===== config.mk =====
export PLATFORM = sky130hd
export DESIGN_NAME = hazard_ctrl_flat
export DESIGN_NICKNAME = d
export VERILOG_FILES = /design/src/rtl/pipeline_pkg.sv /design/src/rtl/hazard_ctrl_if.sv /design/src/rtl/sat_counter.sv /design/src/rtl/hazard_ctrl.sv /design/src/flat_wrapper.sv
export SDC_FILE = /design/constraint.sdc
export NUM_CORES = 1
export LEC_CHECK = 0
export ABC_CLOCK_PERIOD_IN_PS = 2100
export CORE_MARGIN = 2
export CORE_UTILIZATION = 40
export CTS_CLUSTER_SIZE = 8
export DETAILED_ROUTE_END_ITERATION = 7
export GPL_TIMING_DRIVEN = 0
export PLACE_DENSITY = 0.76
export SLEW_MARGIN = 10
export SYNTH_ARGS = -nofsm -noshare
export SYNTH_HDL_FRONTEND = slang
export SYNTH_HIERARCHICAL = 1
export SYNTH_SLANG_ARGS = --single-unit

===== constraint.sdc =====
create_clock -name clk -period 2.1 [get_ports clk]
set_input_delay 0.315 -clock clk [delete_from_list [all_inputs] [get_ports clk]]
set_output_delay 0.315 -clock clk [all_outputs]
set_load 0.005 [all_outputs]

===== src/rtl/pipeline_pkg.sv =====
// Shared pipeline definitions: hazard FSM states, default register width,
// and the ID/EX control-word bubble constant.
package pipeline_pkg;

    // Hazard controller states.
    typedef enum logic {
        RUN   = 1'b0,
        STALL = 1'b1
    } state_e;

    // Default register-address width.
    localparam int DEF_REG_BITS = 5;

    // Width of the stall down-counter; this limits LOAD_LAT to 1..15.
    localparam int REMAIN_BITS  = 4;

    // ID/EX control word and the all-zero bubble placed on the mux msb input.
    localparam int                   CTRL_BITS = 7;
    localparam logic [CTRL_BITS-1:0] CTRL_NOP  = 7'b0;

endpackage


===== src/rtl/hazard_ctrl_if.sv =====
// ID-stage hazard bus: decode/EX operand info in, pipeline enables out.
interface hazard_ctrl_if
    import pipeline_pkg::*;
#(
    parameter int REG_BITS = DEF_REG_BITS,
    parameter int CNT_BITS = 16
);
    logic [REG_BITS-1:0] id_rs;
    logic [REG_BITS-1:0] id_rt;
    logic                id_uses_rt;
    logic                ex_memread;
    logic [REG_BITS-1:0] ex_rd;
    logic                branch_taken;
    logic                pc_write;
    logic                ifid_write;
    logic                ifid_flush;
    logic                bubble_sel;
    logic [CNT_BITS-1:0] stall_cycles;

    // Pipeline side: supplies operand info, consumes enables.
    modport master (
        output id_rs, id_rt, id_uses_rt, ex_memread, ex_rd, branch_taken,
        input  pc_write, ifid_write, ifid_flush, bubble_sel, stall_cycles
    );

    // Hazard controller side.
    modport slave (
        input  id_rs, id_rt, id_uses_rt, ex_memread, ex_rd, branch_taken,
        output pc_write, ifid_write, ifid_flush, bubble_sel, stall_cycles
    );
endinterface


===== src/rtl/sat_counter.sv =====
// Saturating up-counter: counts cycles with inc high, holds at all-ones.
module sat_counter #(
    parameter int WIDTH = 16
) (
    input  logic             clk,
    input  logic             reset,
    input  logic             inc,
    output logic [WIDTH-1:0] count
);
    logic [WIDTH-1:0] count_q;
    logic [WIDTH-1:0] count_d;

    // Next count: increment unless already saturated.
    always_comb begin
        count_d = count_q;
        if (inc && (count_q != '1)) begin
            count_d = count_q + 1'b1;
        end
    end

    // Count register.
    // NOTE: sequential state uses <= so every flop samples pre-edge values;
    // blocking = here would create order-dependent simulation races.
    always_ff @(posedge clk or posedge reset) begin
        if (reset) begin
            count_q <= '0;
        end else begin
            count_q <= count_d;
        end
    end

    assign count = count_q;
endmodule


===== src/rtl/hazard_ctrl.sv =====
// Load-use hazard and branch-flush controller for the ID stage.
// Mealy outputs: a hazard or taken branch affects the enables in the same cycle.
module hazard_ctrl
    import pipeline_pkg::*;
#(
    parameter int REG_BITS = DEF_REG_BITS,
    parameter int LOAD_LAT = 1,
    parameter int CNT_BITS = 16
) (
    input  logic          clk,
    input  logic          reset,
    hazard_ctrl_if.slave  hz_if
);
    logic [REG_BITS-1:0]    id_rs;
    logic [REG_BITS-1:0]    id_rt;
    logic [REG_BITS-1:0]    ex_rd;
    logic                   hz;
    state_e                 state_q;
    state_e                 state_d;
    logic [REMAIN_BITS-1:0] remain_q;
    logic [REMAIN_BITS-1:0] remain_d;
    logic                   pc_write;
    logic                   ifid_write;
    logic                   ifid_flush;
    logic                   bubble_sel;
    logic [CNT_BITS-1:0]    stall_count;

    assign id_rs = hz_if.id_rs;
    assign id_rt = hz_if.id_rt;
    assign ex_rd = hz_if.ex_rd;

    // Load in EX writing a register the ID instruction reads; r0 never hazards.
    always_comb begin
        hz = hz_if.ex_memread && (ex_rd != '0) &&
             ((ex_rd == id_rs) || (hz_if.id_uses_rt && (ex_rd == id_rt)));
    end

    // Next-state and output decode; branch beats stall, reset beats both.
    // NOTE: every signal gets a default first so no path leaves it unassigned,
    // which would otherwise infer a latch.
    always_comb begin
        state_d    = state_q;
        remain_d   = remain_q;
        pc_write   = 1'b1;
        ifid_write = 1'b1;
        ifid_flush = 1'b0;
        bubble_sel = 1'b0;

        if (reset) begin
            pc_write   = 1'b0;
            ifid_write = 1'b0;
            bubble_sel = 1'b1;
        end else if (hz_if.branch_taken) begin
            ifid_flush = 1'b1;
            bubble_sel = 1'b1;
            state_d    = RUN;
            remain_d   = '0;
        end else begin
            case (state_q)
                RUN: begin
                    if (hz) begin
                        pc_write   = 1'b0;
                        ifid_write = 1'b0;
                        bubble_sel = 1'b1;
                        if (LOAD_LAT > 1) begin
                            state_d  = STALL;
                            remain_d = REMAIN_BITS'(LOAD_LAT - 1);
                        end
                    end
                end
                STALL: begin
                    // Hold regardless of hz: EX still shows the same load.
                    pc_write   = 1'b0;
                    ifid_write = 1'b0;
                    bubble_sel = 1'b1;
                    remain_d   = remain_q - 1'b1;
                    if (remain_q == REMAIN_BITS'(1)) begin
                        state_d = RUN;
                    end
                end
                default: begin
                    state_d  = RUN;
                    remain_d = '0;
                end
            endcase
        end
    end

    // State and stall down-counter registers.
    always_ff @(posedge clk or posedge reset) begin
        if (reset) begin
            state_q  <= RUN;
            remain_q <= '0;
        end else begin
            state_q  <= state_d;
            remain_q <= remain_d;
        end
    end

    // Stall-cycle statistics: one count per frozen-PC edge.
    sat_counter #(
        .WIDTH (CNT_BITS)
    ) u_stall_cnt (
        .clk   (clk),
        .reset (reset),
        .inc   (~pc_write & ~reset),
        .count (stall_count)
    );

    assign hz_if.pc_write     = pc_write;
    assign hz_if.ifid_write   = ifid_write;
    assign hz_if.ifid_flush   = ifid_flush;
    assign hz_if.bubble_sel   = bubble_sel;
    assign hz_if.stall_cycles = stall_count;
endmodule


===== src/flat_wrapper.sv =====
// flat-port wrapper written by rule: the top's interface ports become plain ports
module hazard_ctrl_flat import pipeline_pkg::*;
#(
    parameter int REG_BITS = DEF_REG_BITS,
    parameter int LOAD_LAT = 1,
    parameter int CNT_BITS = 16
)
  (clk, reset, hz_if_id_rs, hz_if_id_rt, hz_if_id_uses_rt, hz_if_ex_memread, hz_if_ex_rd, hz_if_branch_taken, hz_if_pc_write, hz_if_ifid_write, hz_if_ifid_flush, hz_if_bubble_sel, hz_if_stall_cycles);
  hazard_ctrl_if #(.REG_BITS(REG_BITS), .CNT_BITS(CNT_BITS)) hz_if_i ();
  input  logic clk;
  input  logic reset;
  input wire logic [$bits(hz_if_i.id_rs)-1:0] hz_if_id_rs;
  input wire logic [$bits(hz_if_i.id_rt)-1:0] hz_if_id_rt;
  input wire logic [$bits(hz_if_i.id_uses_rt)-1:0] hz_if_id_uses_rt;
  input wire logic [$bits(hz_if_i.ex_memread)-1:0] hz_if_ex_memread;
  input wire logic [$bits(hz_if_i.ex_rd)-1:0] hz_if_ex_rd;
  input wire logic [$bits(hz_if_i.branch_taken)-1:0] hz_if_branch_taken;
  output wire logic [$bits(hz_if_i.pc_write)-1:0] hz_if_pc_write;
  output wire logic [$bits(hz_if_i.ifid_write)-1:0] hz_if_ifid_write;
  output wire logic [$bits(hz_if_i.ifid_flush)-1:0] hz_if_ifid_flush;
  output wire logic [$bits(hz_if_i.bubble_sel)-1:0] hz_if_bubble_sel;
  output wire logic [$bits(hz_if_i.stall_cycles)-1:0] hz_if_stall_cycles;
  assign hz_if_i.id_rs = hz_if_id_rs;
  assign hz_if_i.id_rt = hz_if_id_rt;
  assign hz_if_i.id_uses_rt = hz_if_id_uses_rt;
  assign hz_if_i.ex_memread = hz_if_ex_memread;
  assign hz_if_i.ex_rd = hz_if_ex_rd;
  assign hz_if_i.branch_taken = hz_if_branch_taken;
  assign hz_if_pc_write = hz_if_i.pc_write;
  assign hz_if_ifid_write = hz_if_i.ifid_write;
  assign hz_if_ifid_flush = hz_if_i.ifid_flush;
  assign hz_if_bubble_sel = hz_if_i.bubble_sel;
  assign hz_if_stall_cycles = hz_if_i.stall_cycles;
  hazard_ctrl #(.REG_BITS(REG_BITS), .LOAD_LAT(LOAD_LAT), .CNT_BITS(CNT_BITS)) u_core (.clk(clk), .reset(reset), .hz_if(hz_if_i));
endmodule

run_1/port_nets.png
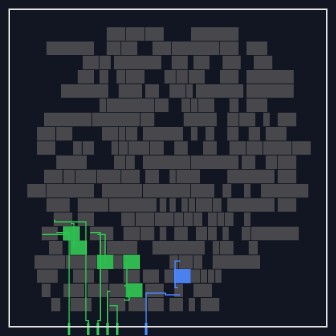
| port | colour | bits | direction | end cells | buffers | wire |
|---|---|---|---|---|---|---|
| `hz_if_id_rs` | green | 5 | input | 5 | 5 | 102 um |
| `hz_if_ifid_write` | blue | 1 | output | 1 | 1 | 19.2 um |
IO Pins: 40
PortBufs: 38

run_1/registers.png
The bar under the picture is 20 um long. Other sequential cells in the stronger grey, the rest of the logic in the fainter grey.
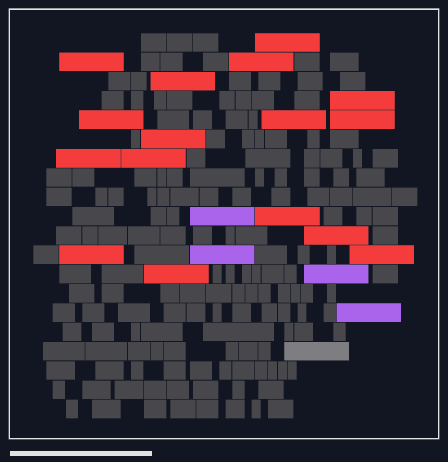
| netlist name | colour | sequential cells |
|---|---|---|
| `u_core/remain_q` | purple | 4 |
| `u_core/u_stall_cnt/count` | red | 16 |
not coloured: 1
post-layout util: 61.9%
Reg area: 526 um2
fraction of area in registers: 28.0%
Seq power: 429 uW

==> results.ini, run 1 <==
[power_and_ir_drop]
p_int_uw = 559
power_leader = registers
ir_drop_mv = 0.230
combPwrFrac_pct = 17.4
power.clock.fraction_pct = 26.2
comb_cell_power_uw = 132
switching_power_uw = 201
power.density_mw_per_mm2 = 405
seq_power_share_pct = 56.4
p_leak_uw = 0.000835
p_clk_uw = 199
sw_frac_of_total_pct = 26.4
p_total_uw = 760

[clock_network]
cts_sinks = 21
numCtsBuffers = 3
hold_buffers = 0
cts_tree = yes
cts_setup_buffers = 5
clk_path_buf_depth = 2
htree_levels = 1
cts_resized = 51
cts_root_buf = clkbuf_4
clkLatencyLatePin_ns = 0.31
clk_pin_slew_worst_paths_ns = 0.13

[route]
drt_iter0_drc = 28
dr_wl_met3_um = 79
drt_wl_total_um = 2870
via_per_inst = 4.96
ant_nets = 0
firstDrtPassIters = 4
wire_per_inst_um = 12.8
vias = 1105
highest_layer = met4
drc = 0
met1_length_um = 1310
dr_wl_met2_um = 1440

[logic_synthesis]
aoi_share_pct = 9.66
yosysWarningCount = 6
synthCells = 128
edf_count = 0
synth.largest_area_cell = dfrtp_1
yosys-stat-cells = 128
simple_gate_share_pct = 25.6
synthMuxAreaShare_pct = 2.56
ys_ff = 21
fp_nets = 151
synth.top_cells.by_area = dfrtp_1 41%, xnor2_1 8.3%, xor2_1 6.2%
ys_async_sr_fraction_pct = 100
top_area_share_pct = 41.4
synthesis.area_mm2 = 0.00127
synthTopCellsByCount = 21 x dfrtp_1, 12 x xnor2_1, 11 x nand2_1
ys_sh_xor_pct = 14.5
synth.avg_cell_area_um2 = 9.92
ys.flop_type = dfrtp_1
yosys_area_mm2 = 0.00127
ys_seq_share_pct = 41.4
yosys.area_share.adder_pct = 2.96
synth_cell_types = 36
most_common_cell = dfrtp_1
synthTopLogicFamily = simple AND/OR/NAND/NOR gates

[setup_path]
r2r_cells = 8
critical_path.cell_chain = buf_6 -> xor2_2 -> nor4_2 -> a32oi_2 -> o41ai_4 -> buf_4 -> and4_4 -> nand3_4 -> nor2_4 -> mux2_4
critical_path.slowest_cell = nor4_2
crit_fanout = 3
worstReg2RegEnd = u_core/u_stall_cnt/count[14]
crit_start = hz_if_id_rt[3]
worst-path-stages = 10
cp-endpoint = u_core/u_stall_cnt/count[14]
ff2ff_setup_slack_ns = 0.38
cp.required_ns = 2.29
worstPathArrival_ns = 2.31
path_buffers = 2
start_kind = input pin
critPathTopFamily = simple AND/OR/NAND/NOR gates
timing.rr.start = u_core/state_q
worstSetupPathType = in -> reg
max_stage_delay_ns = 0.33
worstSetupEndpointType = register

[grt]
grtUsageTotal_pct = 17.1
grt_max_degree = 17
antenna_found_initial = 0
grt_overflow = 0
grt_pass1_wl_um = 4680
grt_pass1_vias = 1033

[place]
place_ws_ns = -0.969
routabilityCongestion = 0.767
dp_hpwl_um = 2110

[finish]
drive_gt1_share_pct = 27.4
lay_top_count = clkdlybuf4s50_1
antenna_cells = 0
final_cell_mix = 22 x clkdlybuf4s50_1, 21 x dfrtp_1, 12 x xnor2_1, 11 x nand2_1, 10 x buf_4
largest_reg_flops = 16
nNetsFinal = 203
fillers = 269

[sta]
rsz0062_at_grt = true
setup_violations = 1
min_period_ns = 2.11
maxSlewHeadroom_pct = 57.0
timing.hold.ws_ns = 0.404
fin_skew_ns = 0.0172
final.period_utilization_pct = 101
slew_viol_final = 0
max_slew.worst_pin.slew_ns = 0.644
hold_viol = 0
max_freq_mhz = 473
setup_ws_ns = -0.0121

[floorplan]
die-area_mm2 = 0.00364
std_cell_rows = 20
die_y_um = 60.3
core_area_mm2 = 0.00303
floorplan.core_util_pct = 41.9
die_x_um = 60.3

[run]
warning_count = 30
drv_cap = 0

[hold_path]
min_path_type = in -> async

[outcome]
status = finished with violations
violations = setup timing

run_1/drive_strength.png
The bar under the picture is 20 um long.
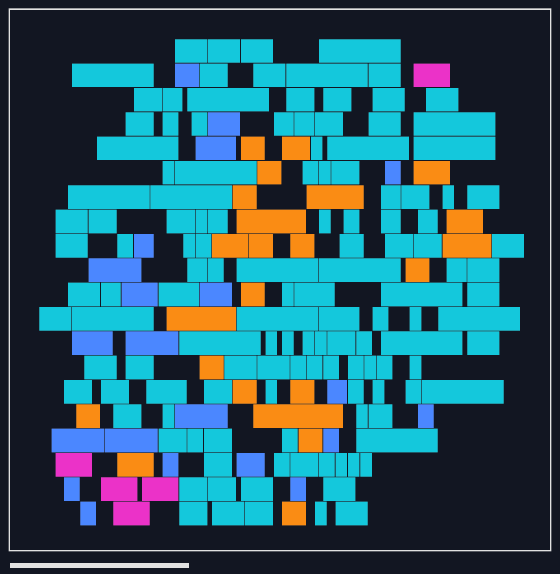
| size | colour | cells | share |
|---|---|---|---|
| drive 1 or less | cyan | 130 | 73% |
| drive 3 to 4 | orange | 23 | 13% |
| drive 2 | blue | 21 | 12% |
| drive 6 and up | magenta | 5 | 2.8% |
Synth-to-Final Area Change: 47.6%
setup ws final: -0.0121 ns
Finished Cell Area: 0.00187 mm2

-- run 1: through the flow --
step	TNS (ns)	cell area [um2]	std cells
after global placement	-10.87	1720	210
after CTS	-0.0218	1820	219
after detailed placement	-12.75	1720	210
after global routing	-0.588	1870	223
after floorplan	-0.0882	1280	128
final	-0.0121	1870	223
-- run 1: per-layer routing --
metal	GRT usage [%]	vias up
met3	3.41	4
li1	-	552
met4	4.76	0
met5	0	-
met2	28.9	24
met1	22.3	525
-- run 1: cell type report --
class / instances / area (um2) / area share (%)
plain buffers: 4 / 20.0 / 1.07
clock buffers: 3 / 22.5 / 1.20
clock inverters: 1 / 5.00 / 0.267
inverters: 6 / 22.5 / 1.20
multi-input cells: 97 / 798 / 42.6
flip-flops and latches: 21 / 526 / 28.0
well taps: 44 / 55.1 / 2.94
repair buffers: 47 / 425 / 22.7
run_1/metal_stack.png
The bar under the picture is 20 um long.
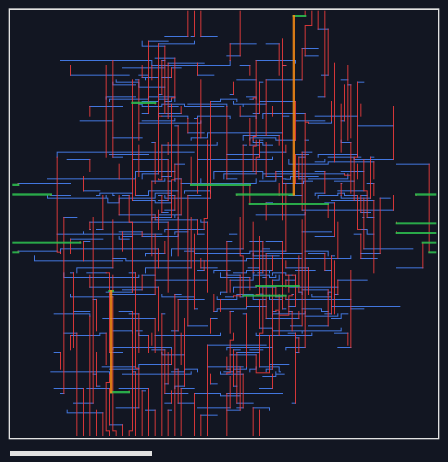

==> inputs of run 2 (changes only) <==
- CORE_ASPECT_RATIO: unset -> 1.25
- SKIP_CTS_REPAIR_TIMING: unset -> 1
run_2/metal_stack.png
The bar under the picture is 20 um long.
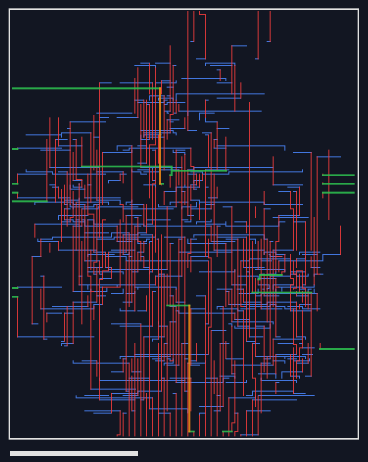
| layer | colour | wire length |
|---|---|---|
| met1 | blue | 1250 um |
| met4 | orange | 34.7 um |
| met2 | red | 1860 um |
| met3 | green | 95.0 um |
final wirelength: 3240 um
WL/cell: 15.3 um
via count: 1149

run_2/drive_strength.png
The bar under the picture is 20 um long.
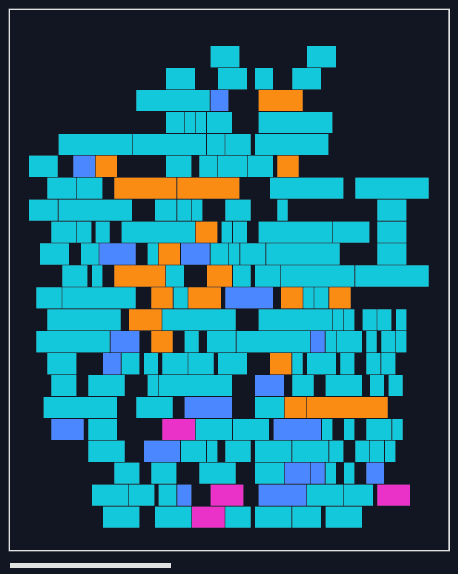
| size | colour | cells | share |
|---|---|---|---|
| drive 2 | blue | 18 | 10% |
| drive 1 or less | cyan | 136 | 77% |
| drive 3 to 4 | orange | 18 | 10% |
| drive 6 and up | magenta | 4 | 2.3% |
count of plain and timing-repair buffers: 48
Finished Cell Area: 0.00188 mm2
Synth-to-Final Area Change: 48.2%

==> run 2 against run 1 <==
Net effect: core utilization up 1.4 points; worst hold slack better by 0.012 ns; largest power group unchanged; synthesized cell count unchanged; maximum frequency down 8.6%; sequential cell count unchanged; clock power down 6%; combinational power up 8%; the flow still finishes with violations (setup timing); wire length up 13%; cell count down 4.9%.
==> results.ini, run 2 <==
[route]
firstDrtPassIters = 4  ; unchanged
drt_iter0_drc = 15  ; -46%
ant_nets = 0  ; unchanged
drc = 0  ; unchanged

[finish]
logic_gates = 97  ; unchanged
n_clock_buffer = 4  ; +1
lay_top_count = dfrtp_1
sh_comb_area_pct = 41.6  ; -0.97 points
nNetsFinal = 200  ; -1.5%
largest_class = logic gates
flop_area_um2 = 526  ; unchanged
final_cells = 212  ; -4.9%
buffer_area_share_pct = 25.5  ; +1.7 points
fin_util_pct = 63.3  ; +1.4 points
logic_area_um2 = 783  ; -1.9%
drive_gt1_share_pct = 22.7  ; -4.6 points
final_cell_mix = 21 x dfrtp_1, 20 x clkdlybuf4s50_1, 13 x dlymetal6s2s_1, 11 x nand2_1, 11 x xnor2_1
antenna_cells = 0  ; unchanged
clock_area_share_pct = 1.40  ; -0.072 points

[hold_path]
min_path_type = in -> async

[floorplan]
num_io_pins = 40  ; unchanged
std_cell_rows = 22  ; +10%
taps = 36  ; -18%
die-area_mm2 = 0.00364  ; about the same
core_area_mm2 = 0.00297  ; -1.8%
die_x_um = 54.4  ; -9.9%
die_y_um = 67.0  ; +11%
floorplan.core_util_pct = 42.7  ; +0.78 points

[sta]
max_slew.worst_pin.slew_ns = 0.627  ; -0.0174 ns
timing.hold.ws_ns = 0.416  ; +0.0123 ns
final.period_utilization_pct = 110  ; +9.4 points
max_freq_mhz = 433  ; -8.6%
slew_viol_final = 0  ; unchanged
maxSlewHeadroom_pct = 58.2  ; +1.2 points
hold_viol = 0  ; unchanged
fin_skew_ns = 0.00481  ; -0.0124 ns
rsz0062_at_grt = true
setup_ws_ns = -0.210  ; -0.198 ns
setup_violations = 11  ; +10
finalSetupTns_ns = -0.815  ; -0.803 ns
min_period_ns = 2.31  ; +0.198 ns

[run]
drv_cap = 0  ; unchanged
warning_count = 29  ; -3.3%

[power_and_ir_drop]
sw_frac_of_total_pct = 25.5  ; -0.93 points
p_clk_uw = 188  ; -6%
power.density_mw_per_mm2 = 405  ; -0.13%
p_total_uw = 762  ; +0.27%
switching_power_uw = 194  ; -3.3%
power.clock.fraction_pct = 24.7  ; -1.5 points
seq_power_share_pct = 56.6  ; +0.2 points
comb_cell_power_uw = 143  ; +8%
p_int_uw = 568  ; +1.5%
power_leader = registers
ir_drop_mv = 0.501  ; +120%
pg_seq_uw = 431  ; about the same
p_leak_uw = 0.000922  ; +11%

[clock_network]
cts_root_buf = clkbuf_4
htree_levels = 1  ; unchanged
cts_tree = yes
clk_pin_slew_worst_paths_ns = 0.11  ; -0.02 ns
clkLatencyLatePin_ns = 0.30  ; about the same
cts_sinks = 21  ; unchanged
numCtsBuffers = 3  ; unchanged

[logic_synthesis]
synthMuxAreaShare_pct = 2.56  ; unchanged
synth.avg_cell_area_um2 = 9.92  ; unchanged
yosysWarningCount = 6  ; unchanged
top_area_share_pct = 41.4  ; unchanged
yosys.area_share.adder_pct = 2.96  ; unchanged
yosys-stat-cells = 128  ; unchanged
most_common_cell = dfrtp_1
ys_seq_share_pct = 41.4  ; unchanged
yosys_area_mm2 = 0.00127  ; unchanged
synth.largest_area_cell = dfrtp_1
synthTopLogicFamily = simple AND/OR/NAND/NOR gates
synthCells = 128  ; unchanged
edf_count = 0  ; unchanged
ys_ff = 21  ; unchanged
synth.top_cells.by_area = dfrtp_1 41%, xnor2_1 8.3%, xor2_1 6.2%
synthesis.area_mm2 = 0.00127  ; unchanged
simple_gate_share_pct = 25.6  ; unchanged
fp_nets = 151  ; unchanged
synthTopCellsByCount = 21 x dfrtp_1, 12 x xnor2_1, 11 x nand2_1
aoi_share_pct = 9.66  ; unchanged

[grt]
grt_overflow = 0  ; unchanged
antenna_found_initial = 0  ; unchanged
grt_pass1_wl_um = 4810  ; +2.8%
grt_max_degree = 17  ; unchanged
grt_pass1_vias = 1113  ; +7.7%
grtUsageTotal_pct = 17.8  ; +0.73 points

[setup_path]
r2r_cells = 8  ; unchanged
cp-endpoint = u_core/u_stall_cnt/count[13]
start_kind = input pin
worst-path-stages = 10  ; unchanged
max_stage_delay_ns = 0.36  ; +0.03 ns
timing.rr.start = u_core/state_q
worstSetupEndpointType = register
ff2ff_setup_slack_ns = 0.30  ; -0.08 ns
crit_fanout = 6  ; +3
path_buffers = 2  ; unchanged
worstPathArrival_ns = 2.54  ; +0.23 ns
critical_path.slowest_cell = nor4_2
critPathTopFamily = simple AND/OR/NAND/NOR gates
worstReg2RegEnd = u_core/u_stall_cnt/count[13]
cp.required_ns = 2.33  ; +0.04 ns
crit_start = hz_if_id_rt[3]
critical_path.cell_chain = buf_6 -> xor2_2 -> nor4_2 -> a32oi_2 -> o41ai_4 -> buf_4 -> nand3_4 -> nor4_4 -> nand4_1 -> xnor2_1

[place]
placedCellCount = 202  ; -3.8%
postPlaceCellArea_mm2 = 0.00171  ; -0.58%
io_buffers = 38  ; unchanged
routabilityCongestion = 0.733  ; -4.5%
dp_hpwl_um = 2230  ; +5.6%
place_ws_ns = -0.907  ; +0.0616 ns

[outcome]
status = finished with violations
violations = setup timing

==> run 2: netlist changes by cell type in the layout (fill, tap and decap cells not counted), sizes merged <==
cell	delta
dlygate4sd2	-5
buf	-7
dlymetal6s2s	+12
clkdlybuf4s50	-2
clkinv	-1
==> run 2: per-layer routing <==
layer | vias to the layer above | global-route usage (%) | routed length [um]
met5 | - | 0 | 0
met4 | 0 | 3.44 | 34
met3 | 4 | 4.48 | 94
met2 | 23 | 31.5 | 1860
met1 | 571 | 21.2 | 1250
li1 | 551 | - | -
==> run 2: kinds of logic (layout without fill, tap and decap cells) <==
family                     Yosys count  after routing
and+or+nand+nor                     52             52
xor gates and xnor gates            21             21
DFF                                 21             21
AOI/OAI and AO/OA                   18             18
buffers and inverters               10             58
adders and majority gates            3              3
muxes                                3              3
==> inputs of run 3 (changes only) <==
- HOLD_SLACK_MARGIN: unset -> 0.06
run_3/registers.png
The bar under the picture is 20 um long. Other sequential cells in the stronger grey, the rest of the logic in the fainter grey.
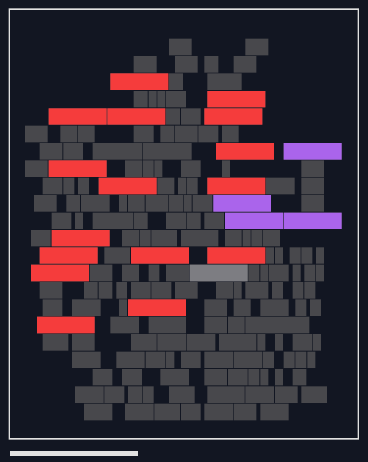
| netlist name | colour | sequential cells |
|---|---|---|
| `u_core/remain_q` | purple | 4 |
| `u_core/u_stall_cnt/count` | red | 16 |
Seq power: 431 uW
fraction of area in registers: 27.9%

run_3/metal_stack.png
The bar under the picture is 20 um long.
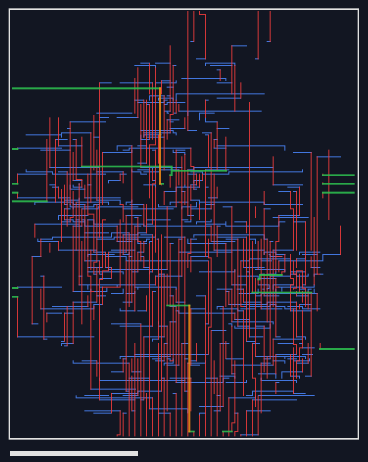
| layer | colour | wire length |
|---|---|---|
| met2 | red | 1860 um |
| met1 | blue | 1250 um |
| met4 | orange | 34.7 um |
| met3 | green | 95.0 um |
Tot GR Track Use: 17.8%

==> run 3 against run 2 <==
Net effect: the run still ends with setup timing left; design area unchanged; sequential power barely moved; worst hold slack unchanged; highest routed layer unchanged; global-route usage unchanged; non-clock buffer count did not move; critical path type unchanged; combinational power about the same; clock power is essentially flat; synthesized cell count stayed put; critical path depth unchanged; register-to-register slack barely moved; largest power group unchanged.
==> results.ini, run 3 <==
[sta]
final.period_utilization_pct = 110  ; unchanged
maxSlewHeadroom_pct = 58.2  ; unchanged
fin_skew_ns = 0.00481  ; unchanged
slew_viol_final = 0  ; unchanged
max_slew.worst_pin.slew_ns = 0.627  ; unchanged
max_freq_mhz = 433  ; unchanged
setup_violations = 11  ; unchanged
hold_viol = 0  ; unchanged
setup_ws_ns = -0.210  ; unchanged
min_period_ns = 2.31  ; unchanged

[logic_synthesis]
fp_nets = 151  ; unchanged
synthTopCellsByCount = 21 x dfrtp_1, 12 x xnor2_1, 11 x nand2_1
most_common_cell = dfrtp_1
synth.avg_cell_area_um2 = 9.92  ; unchanged
synth.largest_area_cell = dfrtp_1
synth.top_cells.by_area = dfrtp_1 41%, xnor2_1 8.3%, xor2_1 6.2%
yosys-stat-cells = 128  ; unchanged
edf_count = 0  ; unchanged
yosys.area_share.adder_pct = 2.96  ; unchanged
synthCells = 128  ; unchanged
top_area_share_pct = 41.4  ; unchanged
yosys_area_mm2 = 0.00127  ; unchanged
ys_seq_share_pct = 41.4  ; unchanged
synthesis.area_mm2 = 0.00127  ; unchanged
synthTopLogicFamily = simple AND/OR/NAND/NOR gates
aoi_share_pct = 9.66  ; unchanged
ys_ff = 21  ; unchanged

[power_and_ir_drop]
power.clock.fraction_pct = 24.7  ; about the same
p_clk_uw = 188  ; about the same
ir_drop_mv = 0.501  ; unchanged
p_total_uw = 762  ; unchanged
comb_cell_power_uw = 143  ; about the same
sw_frac_of_total_pct = 25.5  ; unchanged
p_int_uw = 568  ; unchanged
p_leak_uw = 0.000922  ; unchanged
power_leader = registers
switching_power_uw = 194  ; unchanged
power.density_mw_per_mm2 = 405  ; unchanged
seq_power_share_pct = 56.6  ; about the same

[finish]
antenna_cells = 0  ; unchanged
largest_class = logic gates
flop_area_um2 = 526  ; unchanged
lay_top_count = dfrtp_1
fin_util_pct = 63.3  ; unchanged
logic_area_um2 = 783  ; unchanged
clock_area_share_pct = 1.40  ; unchanged
synthToLayoutAreaGrowth_pct = 48.2  ; unchanged
logic_gates = 97  ; unchanged
buffer_area_share_pct = 25.5  ; unchanged
drive_gt1_share_pct = 22.7  ; unchanged
sh_comb_area_pct = 41.6  ; unchanged
nNetsFinal = 200  ; unchanged
n_all_buffers = 48  ; unchanged
final_cells = 212  ; unchanged

[clock_network]
numCtsBuffers = 3  ; unchanged
htree_levels = 1  ; unchanged
clk_pin_slew_worst_paths_ns = 0.11  ; about the same
cts_root_buf = clkbuf_4
clkLatencyLatePin_ns = 0.30  ; about the same
cts_tree = yes
cts_sinks = 21  ; unchanged

[setup_path]
critPathTopFamily = simple AND/OR/NAND/NOR gates
crit_fanout = 6  ; unchanged
max_stage_delay_ns = 0.36  ; about the same
critical_path.slowest_cell = nor4_2
critical_path.cell_chain = buf_6 -> xor2_2 -> nor4_2 -> a32oi_2 -> o41ai_4 -> buf_4 -> nand3_4 -> nor4_4 -> nand4_1 -> xnor2_1
cp.required_ns = 2.33  ; about the same
worstPathArrival_ns = 2.54  ; about the same

[grt]
gr-usage-met1_pct = 21.2  ; unchanged
antenna_found_initial = 0  ; unchanged
met3_usage_pct = 4.48  ; unchanged
grt_pass1_vias = 1113  ; unchanged
grt.busiest_layer = met2
grt_max_degree = 17  ; unchanged

[route]
drc = 0  ; unchanged
drt_wl_total_um = 3240  ; unchanged
met1_length_um = 1250  ; unchanged
highest_layer = met4
dr_wl_met2_um = 1860  ; unchanged
drt_iter0_drc = 15  ; unchanged
firstDrtPassIters = 4  ; unchanged
dr_wl_met3_um = 94  ; unchanged
wire_per_inst_um = 15.3  ; unchanged

[floorplan]
num_io_pins = 40  ; unchanged
std_cell_rows = 22  ; unchanged
die_x_um = 54.4  ; unchanged
die_y_um = 67.0  ; unchanged
core_area_mm2 = 0.00297  ; unchanged
floorplan.core_util_pct = 42.7  ; unchanged
die-area_mm2 = 0.00364  ; unchanged
taps = 36  ; unchanged

[place]
routabilityCongestion = 0.733  ; unchanged
dp_hpwl_um = 2230  ; unchanged
postPlaceCellArea_mm2 = 0.00171  ; unchanged
placedCellCount = 202  ; unchanged
place_ws_ns = -0.907  ; unchanged
io_buffers = 38  ; unchanged

[run]
drv_cap = 0  ; unchanged
warning_count = 29  ; unchanged

[outcome]
status = finished with violations
violations = setup timing

[run 3: worst paths after layout]
| check | depth (start not counted) | start | to | slack, ns |
|---|---|---|---|---|
| min in group clk | 1 | u_core/u_stall_cnt/count[15] | u_core/u_stall_cnt/count[15] | 0.53 |
| setup / recovery | 10 | hz_if_id_rt[3] | u_core/u_stall_cnt/count[13] | -0.21 |
| max in group asynchronous | 2 | reset | u_core/u_stall_cnt/count[15] | 1.28 |
| setup reg to reg | 8 | u_core/state_q | u_core/u_stall_cnt/count[13] | 0.30 |
| hold / removal | 2 | reset | u_core/u_stall_cnt/count[3] | 0.42 |
| hold reg to reg | 1 | u_core/u_stall_cnt/count[15] | u_core/u_stall_cnt/count[15] | 0.53 |

==> gallery <==
Clock wiring as the flow saved it.
(a)
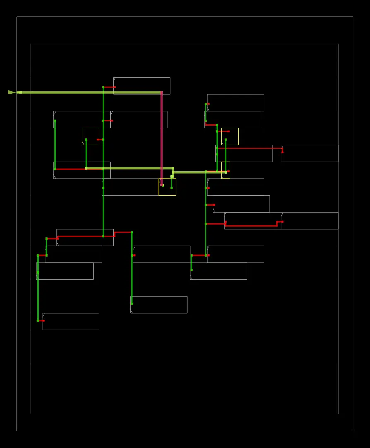
(b)
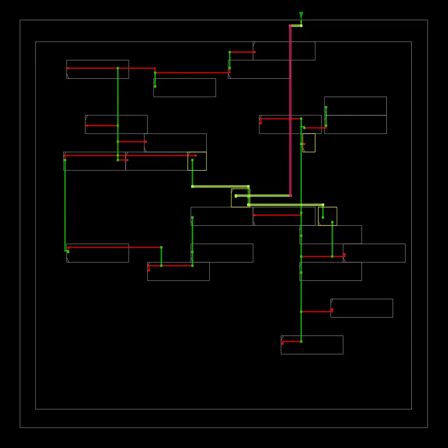
Run 2 is (a).
Run 1 is (b).

Power and IR drop assume default switching activity.
